## src/rtl/argmax_classifier.sv

```systemverilog
// rtl/argmax_classifier.sv - buffered multi-lane argmax over one signed score vector
// Defining ARGMAX_MARGIN_EN adds second-max tracking with out_margin/out_lowc.
module argmax_classifier #(
    parameter int                   IC       = 10,
    parameter int                   DW       = 16,
    parameter int                   LANES    = 2,
    parameter int                   IDX_W    = $clog2(IC),
    parameter logic signed [DW-1:0] MARGIN_T = 16'sh0100
) (
    input  logic                  clk,
    input  logic                  rst_n,
    input  logic                  in_valid,
    output logic                  in_ready,
    input  logic [IC-1:0][DW-1:0] in_scores,
    output logic                  out_valid,
    input  logic                  out_ready,
    output logic [IDX_W-1:0]      out_class,
    output logic [DW-1:0]         out_max
`ifdef ARGMAX_MARGIN_EN
    ,
    output logic [DW:0]           out_margin,
    output logic                  out_lowc
`endif
);
    localparam int PTR_W = $clog2(IC + LANES);

    typedef enum logic [1:0] {IDLE, SCAN, DONE} state_e;

    state_e                state_q, state_d;
    logic [IC-1:0][DW-1:0] buf_q, buf_d;
    logic signed [DW-1:0]  max_q, max_d;
    logic [IDX_W-1:0]      idx_q, idx_d;
    logic [PTR_W-1:0]      ptr_q, ptr_d;
    logic                  out_valid_q, out_valid_d;
    logic [IDX_W-1:0]      class_q, class_d;
    logic [DW-1:0]         omax_q, omax_d;
    logic [PTR_W-1:0]      lane_k;
    logic signed [DW-1:0]  cand;
`ifdef ARGMAX_MARGIN_EN
    localparam logic signed [DW-1:0] MOST_NEG = {1'b1, {(DW-1){1'b0}}};
    logic signed [DW-1:0]  sec_q, sec_d;
    logic signed [DW:0]    margin_q, margin_d, diff;
    logic                  lowc_q, lowc_d;
`endif

    always_ff @(posedge clk or negedge rst_n) begin
        if (!rst_n) begin
            state_q     <= IDLE;
            buf_q       <= '0;
            max_q       <= '0;
            idx_q       <= '0;
            ptr_q       <= '0;
            out_valid_q <= 1'b0;
            class_q     <= '0;
            omax_q      <= '0;
`ifdef ARGMAX_MARGIN_EN
            sec_q       <= '0;
            margin_q    <= '0;
            lowc_q      <= 1'b0;
`endif
        end else begin
            state_q     <= state_d;
            buf_q       <= buf_d;
            max_q       <= max_d;
            idx_q       <= idx_d;
            ptr_q       <= ptr_d;
            out_valid_q <= out_valid_d;
            class_q     <= class_d;
            omax_q      <= omax_d;
`ifdef ARGMAX_MARGIN_EN
            sec_q       <= sec_d;
            margin_q    <= margin_d;
            lowc_q      <= lowc_d;
`endif
        end
    end

    always_comb begin
        state_d     = state_q;
        buf_d       = buf_q;
        max_d       = max_q;
        idx_d       = idx_q;
        ptr_d       = ptr_q;
        out_valid_d = out_valid_q;
        class_d     = class_q;
        omax_d      = omax_q;
        lane_k      = '0;
        cand        = '0;
`ifdef ARGMAX_MARGIN_EN
        sec_d       = sec_q;
        margin_d    = margin_q;
        lowc_d      = lowc_q;
        diff        = (DW+1)'(max_q) - (DW+1)'(sec_q);
`endif
        case (state_q)
            IDLE: begin
                if (in_valid) begin
                    buf_d   = in_scores;
                    max_d   = $signed(in_scores[0]);
                    idx_d   = '0;
                    ptr_d   = '0;
`ifdef ARGMAX_MARGIN_EN
                    sec_d   = MOST_NEG;
`endif
                    state_d = SCAN;
                end
            end
            SCAN: begin
                // Index 0 is the seed, so it is skipped to avoid counting it twice as second max.
                // Lanes are folded in ascending index order with strict >, so ties keep the lowest index.
                for (int l = 0; l < LANES; l++) begin
                    lane_k = ptr_q + PTR_W'(l);
                    if ((lane_k != '0) && (int'(lane_k) < IC)) begin
                        cand = $signed(buf_q[lane_k[IDX_W-1:0]]);
                        if (cand > max_d) begin
`ifdef ARGMAX_MARGIN_EN
                            sec_d = max_d;
`endif
                            max_d = cand;
                            idx_d = lane_k[IDX_W-1:0];
                        end
`ifdef ARGMAX_MARGIN_EN
                        else if (cand > sec_d) begin
                            sec_d = cand;
                        end
`endif
                    end
                end
                ptr_d = ptr_q + PTR_W'(LANES);
                if (int'(ptr_q) + LANES >= IC) begin
                    state_d = DONE;
                end
            end
            DONE: begin
                if (!out_valid_q) begin
                    out_valid_d = 1'b1;
                    class_d     = idx_q;
                    omax_d      = max_q;
`ifdef ARGMAX_MARGIN_EN
                    margin_d    = diff;
                    lowc_d      = diff < (DW+1)'(MARGIN_T);
`endif
                end else if (out_ready) begin
                    out_valid_d = 1'b0;
                    state_d     = IDLE;
                end
            end
            default: state_d = IDLE;
        endcase
    end

    assign in_ready  = (state_q == IDLE);
    assign out_valid = out_valid_q;
    assign out_class = class_q;
    assign out_max   = omax_q;
`ifdef ARGMAX_MARGIN_EN
    assign out_margin = margin_q;
    assign out_lowc   = lowc_q;
`endif

endmodule

```

## config.mk

```make
export PLATFORM = sky130hd
export DESIGN_NAME = argmax_classifier
export DESIGN_NICKNAME = d
export VERILOG_FILES = /design/src/rtl/argmax_classifier.sv
export SDC_FILE = /design/constraint.sdc
export NUM_CORES = 1
export LEC_CHECK = 0
export ABC_AREA = 1
export CAP_MARGIN = 20
export CELL_PAD_IN_SITES_DETAIL_PLACEMENT = 1
export CELL_PAD_IN_SITES_GLOBAL_PLACEMENT = 1
export CORE_MARGIN = 3
export CORE_UTILIZATION = 39
export CTS_BUF_LIST = sky130_fd_sc_hd__clkbuf_16
export DETAILED_ROUTE_END_ITERATION = 8
export PLACE_DENSITY_LB_ADDON = 0.1
export SKIP_CTS_REPAIR_TIMING = 1
export SYNTH_ARGS = -nofsm -noshare
export SYNTH_HDL_FRONTEND = slang
export SYNTH_SLANG_ARGS = --single-unit
export TNS_END_PERCENT = 50
```

## constraint.sdc

```tcl
create_clock -name clk -period 4.7 [get_ports clk]
set_clock_uncertainty 0.05 [all_clocks]
set_input_delay 0.94 -clock clk [delete_from_list [all_inputs] [get_ports clk]]
set_output_delay 0.94 -clock clk [all_outputs]
set_load 0.005 [all_outputs]
```

run_1/m1.png
Scale: 2 px per um. Supply wires on this layer in grey.
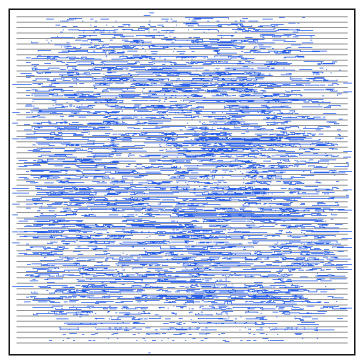
share of all routed wire	46%
longest straight run	60.7 um
nets with wire on the layer	1659

run_1/m2.png
Scale: 1.5 px per um. Cells faint in the background.
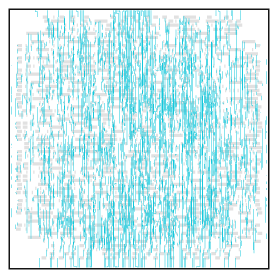
nets with wire on the layer	1483
wire length on this layer	16400 um
longest straight run	96.9 um
share of all routed wire	46%
main direction	vertical

==> results.md, run 1 <==
| Item | Value |
|---|---|
| Status | finished clean |
| Part of the cycle the worst path needs | 0.946 |
| Clk Latency, worst-skew pair | 530 ps |
| MaxCap Viol Count | 0 |
| DRT antenna net count | 0 |
| DPL Wire Length | 25700 um |
| Worst Setup Slack post-DPL | 177 ps |
| Average via count per standard cell | 5.09 |
| Upper clock frequency limit | 225 MHz |
| Top cells by area, synth | sky130_fd_sc_hd__dfrtp_1, sky130_fd_sc_hd__nand2_1, sky130_fd_sc_hd__nand3_1 |
| End of the worst register-to-register path | max_q[0] |
| Row count | 60 |
| Number of pins with negative max-slew slack in the final report | 0 |
| Mapped Avg Cell Area | 7.45 um2 |
| Worst voltage drop across the vdd grid | 0.656 mV |
| Hold Worst Slack | 312 ps |
| Leftover overflow at the end of global routing | 0 |
| Most used standard cell by instance count after synthesis | sky130_fd_sc_hd__nand2_1 |
| #FFs+latches synth | 206 |
| Worst-case setup margin in the final layout | 255 ps |
| Total non-filler cell area in the finished layout | 0.0140 mm2 |
| Final worst path period need | 4440 ps |
| Most frequent logic cell in the layout | sky130_fd_sc_hd__nand2_1 |
| Final #Nets | 1814 |
| Total tool warning count | 29 |
| Most prevalent standard cell on the critical path | sky130_fd_sc_hd__nand2_1 |
| Post-Route WL | 35800 um |
| Initial DRT Pass Iterations | 5 |
| Area of the synthesized netlist per yosys stat | 0.0107 mm2 |
| Post-synth tally of flip-flops with integrated enable | 0 |
| Flop2flop setup slack | 260 ps |
| H-tree levels | 1 |
| Internal | 6.64 mW |
| Buffer cell driving the clock tree root | sky130_fd_sc_hd__clkbuf_16 |
| Commonest cells in the synthesized netlist | sky130_fd_sc_hd__nand2_1, sky130_fd_sc_hd__dfrtp_1, sky130_fd_sc_hd__nand3_1, sky130_fd_sc_hd__inv_1, sky130_fd_sc_hd__o21ai_0 |
| Area post-placement | 0.0129 mm2 |
run_1/m3.png
Scale: 2 px per um.
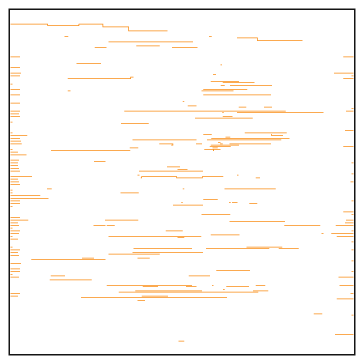
longest straight run	80.5 um
nets with wire on the layer	146
share of all routed wire	5.5%
wire length on this layer	1990 um
main direction	horizontal

## run 1: per-layer routing
metal,global-route usage,part of all wire,vias up
met5,0,0,-
met3,0.0348,0.055,54
li1,-,-,4881
met1,0.342,0.46,4859
met4,0.0604,0.029,0
met2,0.380,0.46,266
## run 1: power by group through the flow
| stage | Sequential (mW) | Clock (mW) | Combinational (mW) |
|---|---|---|---|
| 5_1_grt | 3.18 | 1.99 | 8.84 |
| 4_1_cts | 3.07 | 1.90 | 7.26 |
| 3_3_place_gp | 3.05 | 0 | 6.97 |
| 2_1_floorplan | 2.97 | 0 | 5.05 |
| 3_5_place_dp | 3.09 | 0 | 7.21 |
| 6_report | 3.07 | 1.87 | 7.83 |
## run 1: cell families after synthesis
family / share of synthesized area
AND-OR/OR-AND: 0.0800
XOR/XNOR: 0.000815
adder cells (fa/ha/maj): 0.0396
buffers and inverters: 0.0724
flip-flops: 0.480
AND/OR/NAND/NOR: 0.328
## run 1: final cells by class
type | instances | share of cell area
flip-flops and latches | 206 | 0.368
multi-input cells | 1050 | 0.350
repair buffers | 222 | 0.164
clock buffers | 25 | 0.0447
inverters | 111 | 0.0305
well taps | 341 | 0.0305
clock inverters | 21 | 0.0116
## run 1: critical path: cells and delay by family (launching register included)
family | cells | cell delay [ps]
AND-OR/OR-AND | 3 | 350
adder cells (fa/ha/maj) | 2 | 580
buffers and inverters | 7 | 990
flip-flops | 1 | 460
AND/OR/NAND/NOR | 22 | 1890
## run 1: registers in the layout, summed over array words and instances, names as in the netlist
signal     cells
idx_q          4
ptr_q          3
out_valid      1
state_q        2
max_q         16
out_class      4
buf_q        160
out_max       16
## Run 2: what changed since run 1
--- a/config.mk
+++ b/config.mk
@@ -10,9 +10,10 @@
 export CELL_PAD_IN_SITES_DETAIL_PLACEMENT = 1
 export CELL_PAD_IN_SITES_GLOBAL_PLACEMENT = 1
 export CORE_MARGIN = 3
-export CORE_UTILIZATION = 39
+export CORE_UTILIZATION = 25
 export CTS_BUF_LIST = sky130_fd_sc_hd__clkbuf_16
 export DETAILED_ROUTE_END_ITERATION = 8
+export GPL_ROUTABILITY_DRIVEN = 0
 export PLACE_DENSITY_LB_ADDON = 0.1
 export SKIP_CTS_REPAIR_TIMING = 1
 export SYNTH_ARGS = -nofsm -noshare
run_2/m2.png
Scale: 1 px per um. Cells faint in the background.
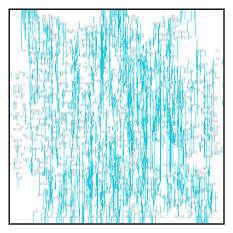
longest straight run	102 um
nets with wire on the layer	1464

==> results.md, run 2 <==
| Item | Value | Change |
|---|---|---|
| Most prevalent standard cell on the critical path | sky130_fd_sc_hd__nand2_1 | unchanged |
| Status | finished clean | unchanged |
| Total non-filler cell area in the finished layout | 0.0143 mm2 | was 0.0140 mm2 |
| Area share of and/or/nand/nor cells after synthesis | 0.328 | unchanged |
| Hold Worst Slack | 426 ps | was 312 ps |
| AND-OR/OR-AND share of the synthesized area | 0.0800 | unchanged |
| MaxCap Viol Count | 0 | unchanged |
| Final #Nets | 1808 | was 1814 |
| Flop2flop setup slack | 310 ps | was 260 ps |
| Average via count per standard cell | 4.54 | was 5.09 |
| Row count | 75 | was 60 |
| H-tree levels | 1 | unchanged |
| Multiplexer area fraction after synthesis | 0 | unchanged |
| Worst voltage drop across the vdd grid | 0.771 mV | was 0.656 mV |
| Crit path buffers/inverters | 5 | was 7 |
| Leftover overflow at the end of global routing | 0 | unchanged |
| DPL Wire Length | 29200 um | was 25700 um |
| Commonest cells in the synthesized netlist | sky130_fd_sc_hd__nand2_1, sky130_fd_sc_hd__dfrtp_1, sky130_fd_sc_hd__nand3_1, sky130_fd_sc_hd__inv_1, sky130_fd_sc_hd__o21ai_0 | unchanged |
| Area of the synthesized netlist per yosys stat | 0.0107 mm2 | unchanged |
| Post-synthesis adder-cell area fraction | 0.0396 | unchanged |
| Flip-flop count of the largest register after layout | 160 | unchanged |
| Number of pins with negative max-slew slack in the final report | 0 | unchanged |
| Post-Route WL | 40800 um | was 35800 um |
| Most used standard cell by instance count after synthesis | sky130_fd_sc_hd__nand2_1 | unchanged |
| Top cell family by delay on the critical path | simple AND/OR/NAND/NOR gates | unchanged |
| Worst-case setup margin in the final layout | 314 ps | was 255 ps |
| Xor and xnor fraction of the mapped netlist area | 0.000815 | unchanged |
| Initial DRT Pass Iterations | 4 | was 5 |
| Part of the cycle the worst path needs | 0.933 | was 0.946 |
| #FFs+latches synth | 206 | unchanged |
| Area post-placement | 0.0132 mm2 | was 0.0129 mm2 |
| Most frequent logic cell in the layout | sky130_fd_sc_hd__nand2_1 | unchanged |
| Total tool warning count | 27 | was 29 |
| Final worst path period need | 4390 ps | was 4440 ps |
| Clk Latency, worst-skew pair | 570 ps | was 530 ps |
| Post-synth tally of flip-flops with integrated enable | 0 | unchanged |
| Buffer cell driving the clock tree root | sky130_fd_sc_hd__clkbuf_16 | unchanged |
[run 2: cell counts after synthesis]
No cell type changed its count.
[run 2: area by class of cell]
class / count / area [um2] / area share
Sequential cell: 206 / 5160 / 0.360
Multi-Input combinational cell: 1050 / 4900 / 0.342
Timing Repair Buffer: 214 / 2260 / 0.158
Clock buffer: 27 / 676 / 0.0471
Tap cell: 539 / 674 / 0.0470
Inverter: 111 / 430 / 0.0300
Clock inverter: 20 / 228 / 0.0159
[run 2: power breakdown]
| part | leakage, nW | internal, mW | switching (mW) | total (mW) |
|---|---|---|---|---|
| Combinational | 4.23 | 2.88 | 4.95 | 7.83 |
| Sequential | 2.55 | 2.63 | 0.458 | 3.09 |
| Clock | 0.460 | 1.31 | 0.840 | 2.15 |
| Total | 7.24 | 6.83 | 6.25 | 13.1 |
[run 2: worst register-to-register path: cells and delay by family, from the launching register on]
family,cells,cell delay [ps]
buffers and inverters,5,700
AND-OR/OR-AND,4,430
flip-flops,1,510
adder cells (fa/ha/maj),2,670
AND/OR/NAND/NOR,22,1880
[run 2: per-layer routing]
layer / share of wire / global-route usage / routed length [um] / vias to the layer above
met5: 0 / 0 / 0 / -
met4: 0.015 / 0.0305 / 597 / 0
met3: 0.033 / 0.0236 / 1330 / 35
met2: 0.46 / 0.284 / 18600 / 138
met1: 0.50 / 0.258 / 20200 / 4797
li1: - / - / - / 4872
[run 2: worst max-delay path by stage]
stage,from,to,slack [ps],depth (start not counted)
after floorplan,ptr_q[1],max_q[15],860,32
after global routing,ptr_q[1],max_q[1],-30,33
after CTS,ptr_q[1],idx_q[1],40,30
after detailed placement,ptr_q[1],idx_q[1],120,30
after global placement,ptr_q[1],idx_q[2],300,32
final,ptr_q[1],idx_q[2],310,33
## Run 3: what changed since run 2
--- a/config.mk
+++ b/config.mk
@@ -14,6 +14,8 @@
 export CTS_BUF_LIST = sky130_fd_sc_hd__clkbuf_16
 export DETAILED_ROUTE_END_ITERATION = 8
 export GPL_ROUTABILITY_DRIVEN = 0
+export HOLD_SLACK_MARGIN = 0.03
+export MAX_ROUTING_LAYER = met4
 export PLACE_DENSITY_LB_ADDON = 0.1
 export SKIP_CTS_REPAIR_TIMING = 1
 export SYNTH_ARGS = -nofsm -noshare
==> constraint.sdc (replaced) <==
create_clock -name clk -period 5.7 [get_ports clk]
set_clock_uncertainty 0.05 [all_clocks]
set_input_delay 1.14 -clock clk [delete_from_list [all_inputs] [get_ports clk]]
set_output_delay 1.14 -clock clk [all_outputs]
set_load 0.005 [all_outputs]
run_3/m2.png
Scale: 1 px per um. Cells faint in the background.
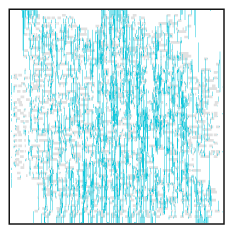
wire length on this layer	17900 um
longest straight run	94.5 um
share of all routed wire	45%
main direction	vertical

==> results.md, run 3 <==
| Item | Value | Change |
|---|---|---|
| Mapped Avg Cell Area | 7.45 um2 | unchanged |
| Flop2flop setup slack | 510 ps | was 310 ps |
| Share of total power in combinational logic | 0.586 | was 0.599 |
| #FFs+latches synth | 206 | unchanged |
| Count of non-CTS buffers in the layout | 205 | was 214 |
| Most used standard cell by instance count after synthesis | sky130_fd_sc_hd__nand2_1 | unchanged |
| Part of the cycle the worst path needs | 0.911 | was 0.933 |
| Status | finished clean | unchanged |
| Top layer reached by signal wires | met4 | unchanged |
| Routing usage on met1 | 0.260 | was 0.258 |
| Initial DRT Pass Iterations | 5 | was 4 |
| Upper clock frequency limit | 193 MHz | was 228 MHz |
| Row count | 75 | unchanged |
| Final worst path period need | 5190 ps | was 4390 ps |
| Share of power burned in registers | 0.253 | was 0.236 |
| Area of the synthesized netlist per yosys stat | 0.0107 mm2 | unchanged |
| Clock Buffer Count | 26 | was 27 |
| Total tool warning count | 27 | unchanged |
| Average via count per standard cell | 4.51 | was 4.54 |
| Inverters | 111 | unchanged |
| Buffer cell driving the clock tree root | sky130_fd_sc_hd__clkbuf_16 | unchanged |
| Post-synth tally of flip-flops with integrated enable | 0 | unchanged |
| DPL Wire Length | 29600 um | was 29200 um |
| DRT antenna net count | 0 | unchanged |
| Busiest layer in global routing | met2 | unchanged |
| Area of the multi-input gates | 0.00483 mm2 | was 0.00490 mm2 |
| Multi-In Gates | 1049 | was 1050 |
| Non-clock buffering overhead | 0.146 | was 0.158 |
run 3: cell counts after synthesis:
Identical to the previous run, type by type.
run 3: per-stage QoR:
stage               cells  total power, mW   util  hold slack, ps  cell area [um2]
floorplan            1443             6.61      -             394            10700
global placement     2108             8.37  0.309             413            13100
detailed placement   2109             8.49  0.310             416            13100
CTS                  2156             10.2  0.330             433            13900
global route         2157             11.2  0.330             457            13900
finish               2157             10.1  0.330             427            13900
run 3: path summary, 6_finish.rpt:
kind                             from         end  cells past startpoint
max                          ptr_q[1]    max_q[1]                     31
min in group asynchronous       rst_n   buf_q[27]                      1
min reg2reg                buf_q[118]  buf_q[118]                      2
max in group asynchronous       rst_n   buf_q[74]                      2
max reg2reg                  ptr_q[1]    max_q[1]                     31
min                        buf_q[118]  buf_q[118]                      2
run 3: logic make-up (layout without fill, tap and decap cells):
kind of cell | after synthesis | count (layout) | share of synthesized area
and+or+nand+nor | 870 | 870 | 0.328
DFF | 206 | 206 | 0.480
buffers and inverters | 188 | 363 | 0.0724
AOI/OAI and AO/OA | 144 | 144 | 0.0800
adders and majority gates | 34 | 34 | 0.0396
xor gates and xnor gates | 1 | 1 | 0.000815
run 3: power groups by stage:
stage / combinational [mW] / sequential (mW) / clock [mW]
after floorplan: 4.16 / 2.45 / 0
after global placement: 5.81 / 2.56 / 0
after detailed placement: 5.92 / 2.58 / 0
after CTS: 5.95 / 2.56 / 1.68
after global routing: 6.78 / 2.64 / 1.75
final: 5.91 / 2.55 / 1.63
run 3: critical path: cells and delay by family, from the launching register on:
kind	cells	cell delay, ps
DFF	1	610
buffers and inverters	5	990
AOI/OAI and AO/OA	4	580
and+or+nand+nor	20	2220
adders and majority gates	2	610

## Gallery

Cell outlines without signal wires.
(a)
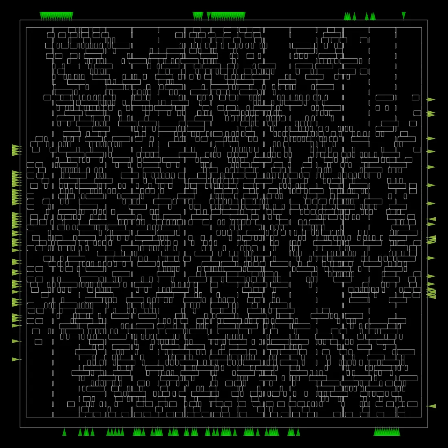
(b)
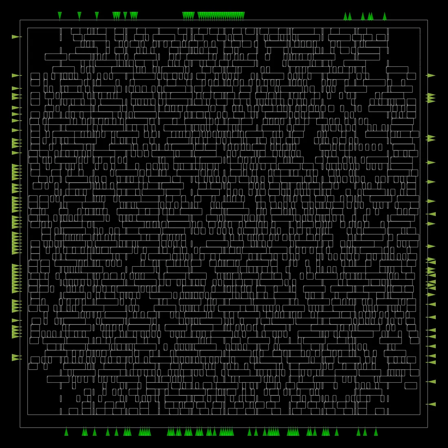
Of these, highest utilization: (b)
| from | picture |
|---|---|
| run 2 | (a) |
| run 1 | (b) |

Power is estimated from default activity; no workload was simulated.
